Figure 1. The metal 1 layer (run 1).
The bar under the picture is 20 µm long. Supply wires on this layer in grey.
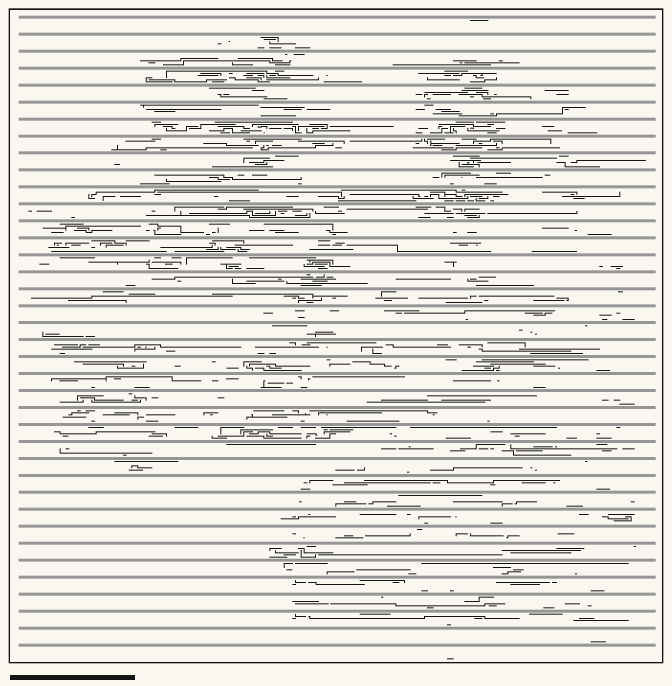
Figure 2. The metal 2 layer (run 1).
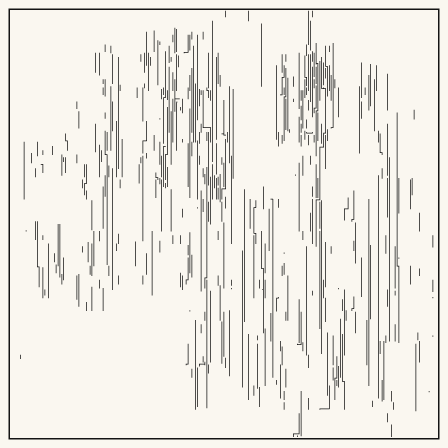
Figure 3. Metal 3 (run 1).
The bar under the picture is 20 µm long. Cells faint in the background.
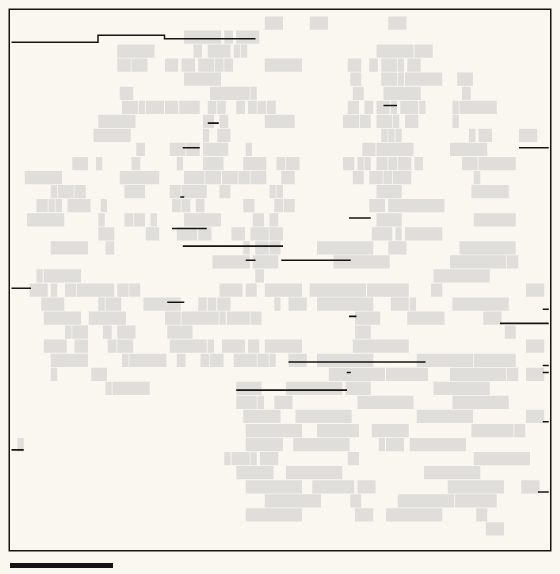
Figure 4. The clock network (run 1).
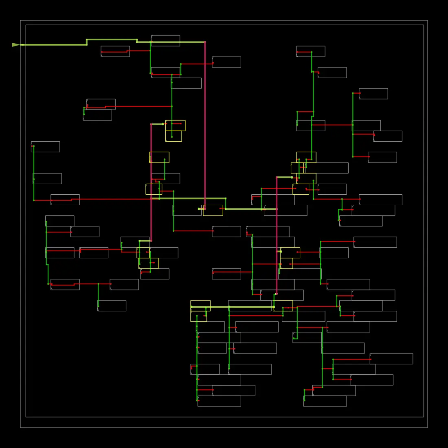
$ cat src/rtl/uart_pkg.sv
// Shared UART receiver definitions: FSM state encoding and baud tick divider.
// The PARITY state exists only when UART_RX_PARITY_EN is defined.
package uart_pkg;

`ifdef UART_RX_PARITY_EN
    typedef enum logic [2:0] {
        ST_IDLE, ST_START, ST_DATA, ST_PARITY, ST_STOP, ST_WAIT_IDLE
    } rx_state_t;
`else
    typedef enum logic [2:0] {
        ST_IDLE, ST_START, ST_DATA, ST_STOP, ST_WAIT_IDLE
    } rx_state_t;
`endif

    // Clocks per oversample tick, rounded to nearest and never below one.
    function automatic int unsigned calc_div(input int unsigned clk_freq,
                                             input int unsigned baud,
                                             input int unsigned oversample);
        int unsigned rate;
        int unsigned div;
        rate = baud * oversample;
        div  = (clk_freq + rate / 2) / rate;
        return (div == 0) ? 32'd1 : div;
    endfunction

endpackage

$ cat src/rtl/sync_fifo.sv
// First-word-fall-through synchronous FIFO with occupancy count for full/empty.
module sync_fifo #(
    parameter int unsigned WIDTH = 8,
    parameter int unsigned DEPTH = 4
) (
    input  logic             clk,
    input  logic             rst,
    input  logic             push,
    input  logic             pop,
    input  logic [WIDTH-1:0] din,
    output logic [WIDTH-1:0] dout,
    output logic             full,
    output logic             empty
);

    localparam int unsigned AW = $clog2(DEPTH);

    logic [WIDTH-1:0] mem [DEPTH];
    logic [AW-1:0]    wr_ptr;
    logic [AW-1:0]    rd_ptr;
    logic [AW:0]      count;
    logic             do_push;
    logic             do_pop;

    assign empty   = (count == '0);
    assign full    = (count == (AW+1)'(DEPTH));
    assign do_pop  = pop && !empty;
    // When full, a simultaneous pop frees the slot the push overwrites.
    assign do_push = push && (!full || do_pop);
    assign dout    = empty ? '0 : mem[rd_ptr];

    always_ff @(posedge clk) begin
        if (do_push && !rst) begin
            mem[wr_ptr] <= din;
        end
    end

    always_ff @(posedge clk) begin
        if (rst) begin
            wr_ptr <= '0;
            rd_ptr <= '0;
            count  <= '0;
        end else begin
            if (do_push) begin
                wr_ptr <= wr_ptr + 1'b1;
            end
            if (do_pop) begin
                rd_ptr <= rd_ptr + 1'b1;
            end
            case ({do_push, do_pop})
                2'b10:   count <= count + 1'b1;
                2'b01:   count <= count - 1'b1;
                default: count <= count;
            endcase
        end
    end

endmodule

$ cat src/rtl/uart_rx_gen.sv
// Oversampling UART receiver with FWFT receive FIFO and error pulses.
// Parity checking is compiled in with UART_RX_PARITY_EN.
module uart_rx_gen #(
    parameter int unsigned CLK_FREQ   = 100000000,
    parameter int unsigned BAUD       = 115200,
    parameter int unsigned OVERSAMPLE = 16,
    parameter int unsigned DATA_BITS  = 8,
    parameter int unsigned STOP_BITS  = 1,
    parameter int unsigned FIFO_DEPTH = 4
`ifdef UART_RX_PARITY_EN
    ,
    parameter bit          PARITY_ODD = 1'b0
`endif
) (
    input  logic                 clk,
    input  logic                 rst,
    input  logic                 rx,
    input  logic                 rd_en,
    output logic [DATA_BITS-1:0] data,
    output logic                 valid,
    output logic                 full,
    output logic                 frame_err,
    output logic                 overrun,
    output logic                 parity_err
);

    import uart_pkg::*;

    localparam int unsigned DIV  = calc_div(CLK_FREQ, BAUD, OVERSAMPLE);
    localparam int unsigned TW   = $clog2(DIV + 1);
    localparam int unsigned OSW  = $clog2(OVERSAMPLE);
    localparam int unsigned BW   = $clog2(DATA_BITS + 1);
    localparam int unsigned HALF = OVERSAMPLE / 2;

    rx_state_t            state;
    rx_state_t            state_nxt;
    logic                 rx_meta;
    logic                 rx_s;
    logic [TW-1:0]        tick_cnt;
    logic                 tick;
    logic [OSW-1:0]       os_cnt;
    logic [BW-1:0]        bit_cnt;
    logic [DATA_BITS-1:0] shreg;
    logic                 stop_bad;
    logic                 counting;
    logic                 half_pt;
    logic                 full_pt;
    logic                 last_data;
    logic                 last_stop;
    logic                 stop_done;
    logic                 frame_bad;
    logic                 par_bad;
    logic                 push;
    logic                 pop;
    logic                 fifo_full;
    logic                 fifo_empty;

    always_ff @(posedge clk) begin
        if (rst) begin
            rx_meta <= 1'b1;
            rx_s    <= 1'b1;
        end else begin
            rx_meta <= rx;
            rx_s    <= rx_meta;
        end
    end

    assign counting  = (state != ST_IDLE) && (state != ST_WAIT_IDLE);
    assign tick      = counting && (tick_cnt == TW'(DIV - 1));
    assign half_pt   = tick && (state == ST_START) && (os_cnt == OSW'(HALF - 1));
    assign full_pt   = tick && (state != ST_START) && (os_cnt == OSW'(OVERSAMPLE - 1));
    assign last_data = (bit_cnt == BW'(DATA_BITS - 1));
    assign last_stop = (bit_cnt == BW'(STOP_BITS - 1));
    assign stop_done = (state == ST_STOP) && full_pt && last_stop;
    assign frame_bad = stop_bad || !rx_s;

`ifdef UART_RX_PARITY_EN
    logic par_bit;

    always_ff @(posedge clk) begin
        if (rst) begin
            par_bit <= 1'b0;
        end else if (state == ST_PARITY && full_pt) begin
            par_bit <= rx_s;
        end
    end

    assign par_bad = (^{shreg, par_bit}) ^ PARITY_ODD;
`else
    assign par_bad = 1'b0;
`endif

    always_ff @(posedge clk) begin
        if (rst) begin
            state <= ST_IDLE;
        end else begin
            state <= state_nxt;
        end
    end

    always_comb begin
        state_nxt = state;
        case (state)
            ST_IDLE:      if (!rx_s) state_nxt = ST_START;
            ST_START:     if (half_pt) state_nxt = rx_s ? ST_IDLE : ST_DATA;
`ifdef UART_RX_PARITY_EN
            ST_DATA:      if (full_pt && last_data) state_nxt = ST_PARITY;
            ST_PARITY:    if (full_pt) state_nxt = ST_STOP;
`else
            ST_DATA:      if (full_pt && last_data) state_nxt = ST_STOP;
`endif
            ST_STOP:      if (stop_done) state_nxt = frame_bad ? ST_WAIT_IDLE : ST_IDLE;
            ST_WAIT_IDLE: if (rx_s) state_nxt = ST_IDLE;
            default:      state_nxt = ST_IDLE;
        endcase
    end

    // Outputs are masked by rst so a frame cut short by reset leaves no trace.
    always_comb begin
        push       = 1'b0;
        frame_err  = 1'b0;
        parity_err = 1'b0;
        if (stop_done && !rst) begin
            push      = !frame_bad && !par_bad;
            frame_err = frame_bad;
`ifdef UART_RX_PARITY_EN
            parity_err = par_bad;
`endif
        end
    end

    always_ff @(posedge clk) begin
        if (rst || !counting) begin
            tick_cnt <= '0;
            os_cnt   <= '0;
        end else begin
            tick_cnt <= tick ? '0 : tick_cnt + 1'b1;
            if (tick) begin
                os_cnt <= (half_pt || full_pt) ? '0 : os_cnt + 1'b1;
            end
        end
    end

    always_ff @(posedge clk) begin
        if (rst || state != state_nxt) begin
            bit_cnt <= '0;
        end else if (full_pt) begin
            bit_cnt <= bit_cnt + 1'b1;
        end
    end

    always_ff @(posedge clk) begin
        if (rst) begin
            shreg <= '0;
        end else if (state == ST_DATA && full_pt) begin
            shreg <= {rx_s, shreg[DATA_BITS-1:1]};
        end
    end

    always_ff @(posedge clk) begin
        if (rst || state != ST_STOP) begin
            stop_bad <= 1'b0;
        end else if (full_pt && !rx_s) begin
            stop_bad <= 1'b1;
        end
    end

    assign pop     = rd_en && !fifo_empty;
    assign overrun = push && fifo_full && !pop;
    assign valid   = !fifo_empty;
    assign full    = fifo_full;

    sync_fifo #(
        .WIDTH (DATA_BITS),
        .DEPTH (FIFO_DEPTH)
    ) u_fifo (
        .clk   (clk),
        .rst   (rst),
        .push  (push),
        .pop   (rd_en),
        .din   (shreg),
        .dout  (data),
        .full  (fifo_full),
        .empty (fifo_empty)
    );

endmodule

$ cat config.mk
export PLATFORM = sky130hd
export DESIGN_NAME = uart_rx_gen
export DESIGN_NICKNAME = d
export VERILOG_FILES = /design/src/rtl/uart_pkg.sv /design/src/rtl/sync_fifo.sv /design/src/rtl/uart_rx_gen.sv
export SDC_FILE = /design/constraint.sdc
export NUM_CORES = 1
export LEC_CHECK = 0
export ABC_CLOCK_PERIOD_IN_PS = 3300
export CELL_PAD_IN_SITES_DETAIL_PLACEMENT = 0
export CELL_PAD_IN_SITES_GLOBAL_PLACEMENT = 1
export CORE_MARGIN = 1
export CORE_UTILIZATION = 30
export CTS_CLUSTER_DIAMETER = 30
export CTS_CLUSTER_SIZE = 25
export DETAILED_ROUTE_END_ITERATION = 8
export PLACE_DENSITY_LB_ADDON = 0.1
export SLEW_MARGIN = 20
export SYNTH_ARGS = -nofsm -noshare
export SYNTH_HDL_FRONTEND = slang
export SYNTH_SLANG_ARGS = --single-unit
$ cat constraint.sdc
create_clock -name clk -period 3.3 [get_ports clk]
set_clock_uncertainty 0.2 [all_clocks]
set_input_delay 0.33 -clock clk [delete_from_list [all_inputs] [get_ports clk]]
set_output_delay 0.33 -clock clk [all_outputs]
set_load 0.01 [all_outputs]
==> results.tsv, run 1 <==
metric	value	unit
crit path max fanout	5	
Max Clock Freq	329	MHz
DP Wirelength	4330	µm
clock root buffer master	clkbuf_8	
Final Hold Violating Endpoints	0	
Clk. pwr	676	µW
worst stage delay on the critical path	0.59	ns
DR DRC count	0	
R2R setup slack	0.38	ns
Seq/Total Area, Yosys	54.0	%
Signal buffers	23	
GR Util met1	16.1	%
Syn Std Cell Area	3150	µm²
sequential cell area share	46.4	%
Synth Register Bits	69	
Slew Viols, Final	0	
Top Family by Delay on Critical Path	simple AND/OR/NAND/NOR gates	
Final clock-cell share	5.32	%
final tally of setup violations	0	
largest area contributor in the netlist	edfxtp_1	
Adder Area Share	4.21	%
Final #Nets	307	
CP Depth	6	
CTS Buffer Depth	2	
status	complete, no violations	
most numerous logic cell after layout	dfxtp_1	
switching power	402	µW
yosys cell count	273	
Critical Path End	overrun	
largest register by flop count	u_fifo.mem	
Min Clock Period, post-route	3.04	ns
top cells, area	edfxtp_1, dfxtp_1, mux4_2	
H-tree depth	3	
met3 Usage GRT	3.07	%
reg2reg start	os_cnt[0]	
total die size	10900	µm²
met3 WL	177	µm
Top pwr grp	registers	
CTS tree	done	
Notes on Figure 1 above:
280 nets have wire on it. The layer holds 48% of the routed length. The layer carries 2980 µm of wire.

Notes on Figure 2 above:
The wires run mostly vertical. The longest straight run is 54.4 µm. 237 nets have wire on it. The layer holds 48% of the routed length.

Notes on Figure 3 above:
The layer carries 178 µm of wire. 15 nets have wire on it. The longest straight run is 26.2 µm. The wires run mostly horizontal. The layer holds 2.8% of the routed length.

Notes on Figure 4 above:
Late-Pin Clk Latency: 0.34 ns
seq_cells: 69
cts bufs inserted: 9
clock buffers: 9
CTS Sinks: 69

Figure 5. Gate families picked out (run 1).
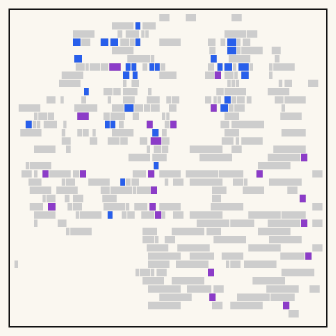

==> inputs of run 2 (changes only) <==
- CTS_CLUSTER_SIZE: 25 -> unset
- RECOVER_POWER: unset -> 100
Figure 6. Gate families picked out (run 2).
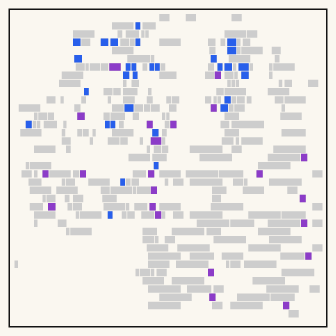
Purple is AND and OR gates, cells 22. Blue is inverting AOI/OAI gates, cells 30.

Figure 7. The metal 2 layer (run 2).
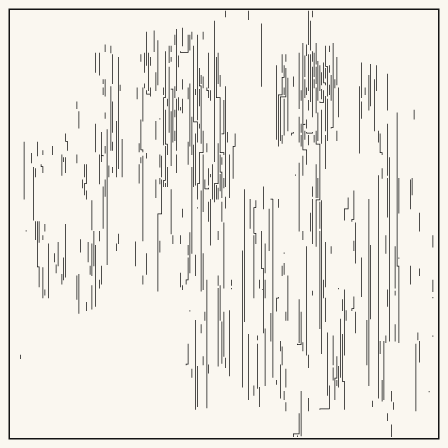
The wires run mostly vertical. The layer holds 48% of the routed length. The layer carries 2990 µm of wire. The longest straight run is 54.4 µm. 237 nets have wire on it.

Figure 8. Metal 3 (run 2).
The bar under the picture is 20 µm long. Cells faint in the background.
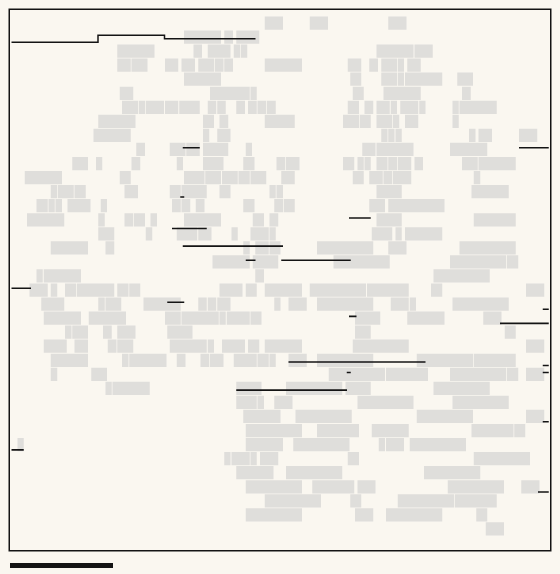
The layer carries 173 µm of wire. 13 nets have wire on it. The layer holds 2.8% of the routed length. The wires run mostly horizontal.

==> run 2 against run 1 <==
  * Combinational power fell by 5.5%
  * Synthesized area did not move
  * Final cell count did not move
==> results.tsv, run 2 <==
metric	value	unit	change
status	complete, no violations		unchanged
total die size	10900	µm²	unchanged
Critical-path top delay cell	dlygate4sd3_1		was clkdlybuf4s50_1
Seq/Total Area, Yosys	54.0	%	unchanged
Critical Path End	frame_err		was overrun
Syn Std Cell Area	3150	µm²	unchanged
Final Hold Violating Endpoints	0		unchanged
Late-Pin Clk Latency	0.34	ns	about the same
switching power	401	µW	was 402 µW
final tally of setup violations	0		unchanged
most numerous logic cell after layout	dfxtp_1		unchanged
Top pwr grp	registers		unchanged
GR Util met1	16.1	%	unchanged
DP Wirelength	4330	µm	unchanged
Final #Nets	307		unchanged
top cells, area	edfxtp_1, dfxtp_1, mux4_2		unchanged
ys flop type	dfxtp_1		unchanged
CTS Sinks	69		unchanged
filler instances	1047		was 1038
R2R setup slack	0.39	ns	was 0.38 ns
DR DRC count	0		unchanged
CP Depth	8		was 6
clock buffers	9		unchanged
CTS Buffer Depth	2		unchanged
Cell Type Count	51		unchanged
Clk. pwr	676	µW	about the same
cts bufs inserted	9		unchanged
sequential cell area share	46.9	%	was 46.4%
largest register by flop count	u_fifo.mem		unchanged
Min Clock Period, post-route	3.06	ns	was 3.04 ns
RD Place Congestion	0.763		unchanged
Max Clock Freq	327	MHz	was 329 MHz
yosys cell count	273		unchanged
largest area contributor in the netlist	edfxtp_1		unchanged
reg2reg start	bit_cnt[0]		was os_cnt[0]
Top Family by Delay on Critical Path	buffers and inverters		was simple AND/OR/NAND/NOR gates
met3 WL	173	µm	was 177 µm
Slew Viols, Final	0		unchanged
worst stage delay on the critical path	0.64	ns	was 0.59 ns
post-cts resize count	0		unchanged
WP data arrival	2.53	ns	was 2.51 ns
Signal buffers	23		unchanged
Adder Area Share	4.21	%	unchanged
Synth Register Bits	69		unchanged
Final clock-cell share	5.37	%	was 5.32%
area reported by Yosys stat	3150	µm²	unchanged
synthesized instance count	273		unchanged
clock root buffer master	clkbuf_8		unchanged
met3 Usage GRT	3.07	%	unchanged
Power and IR drop assume default switching activity.
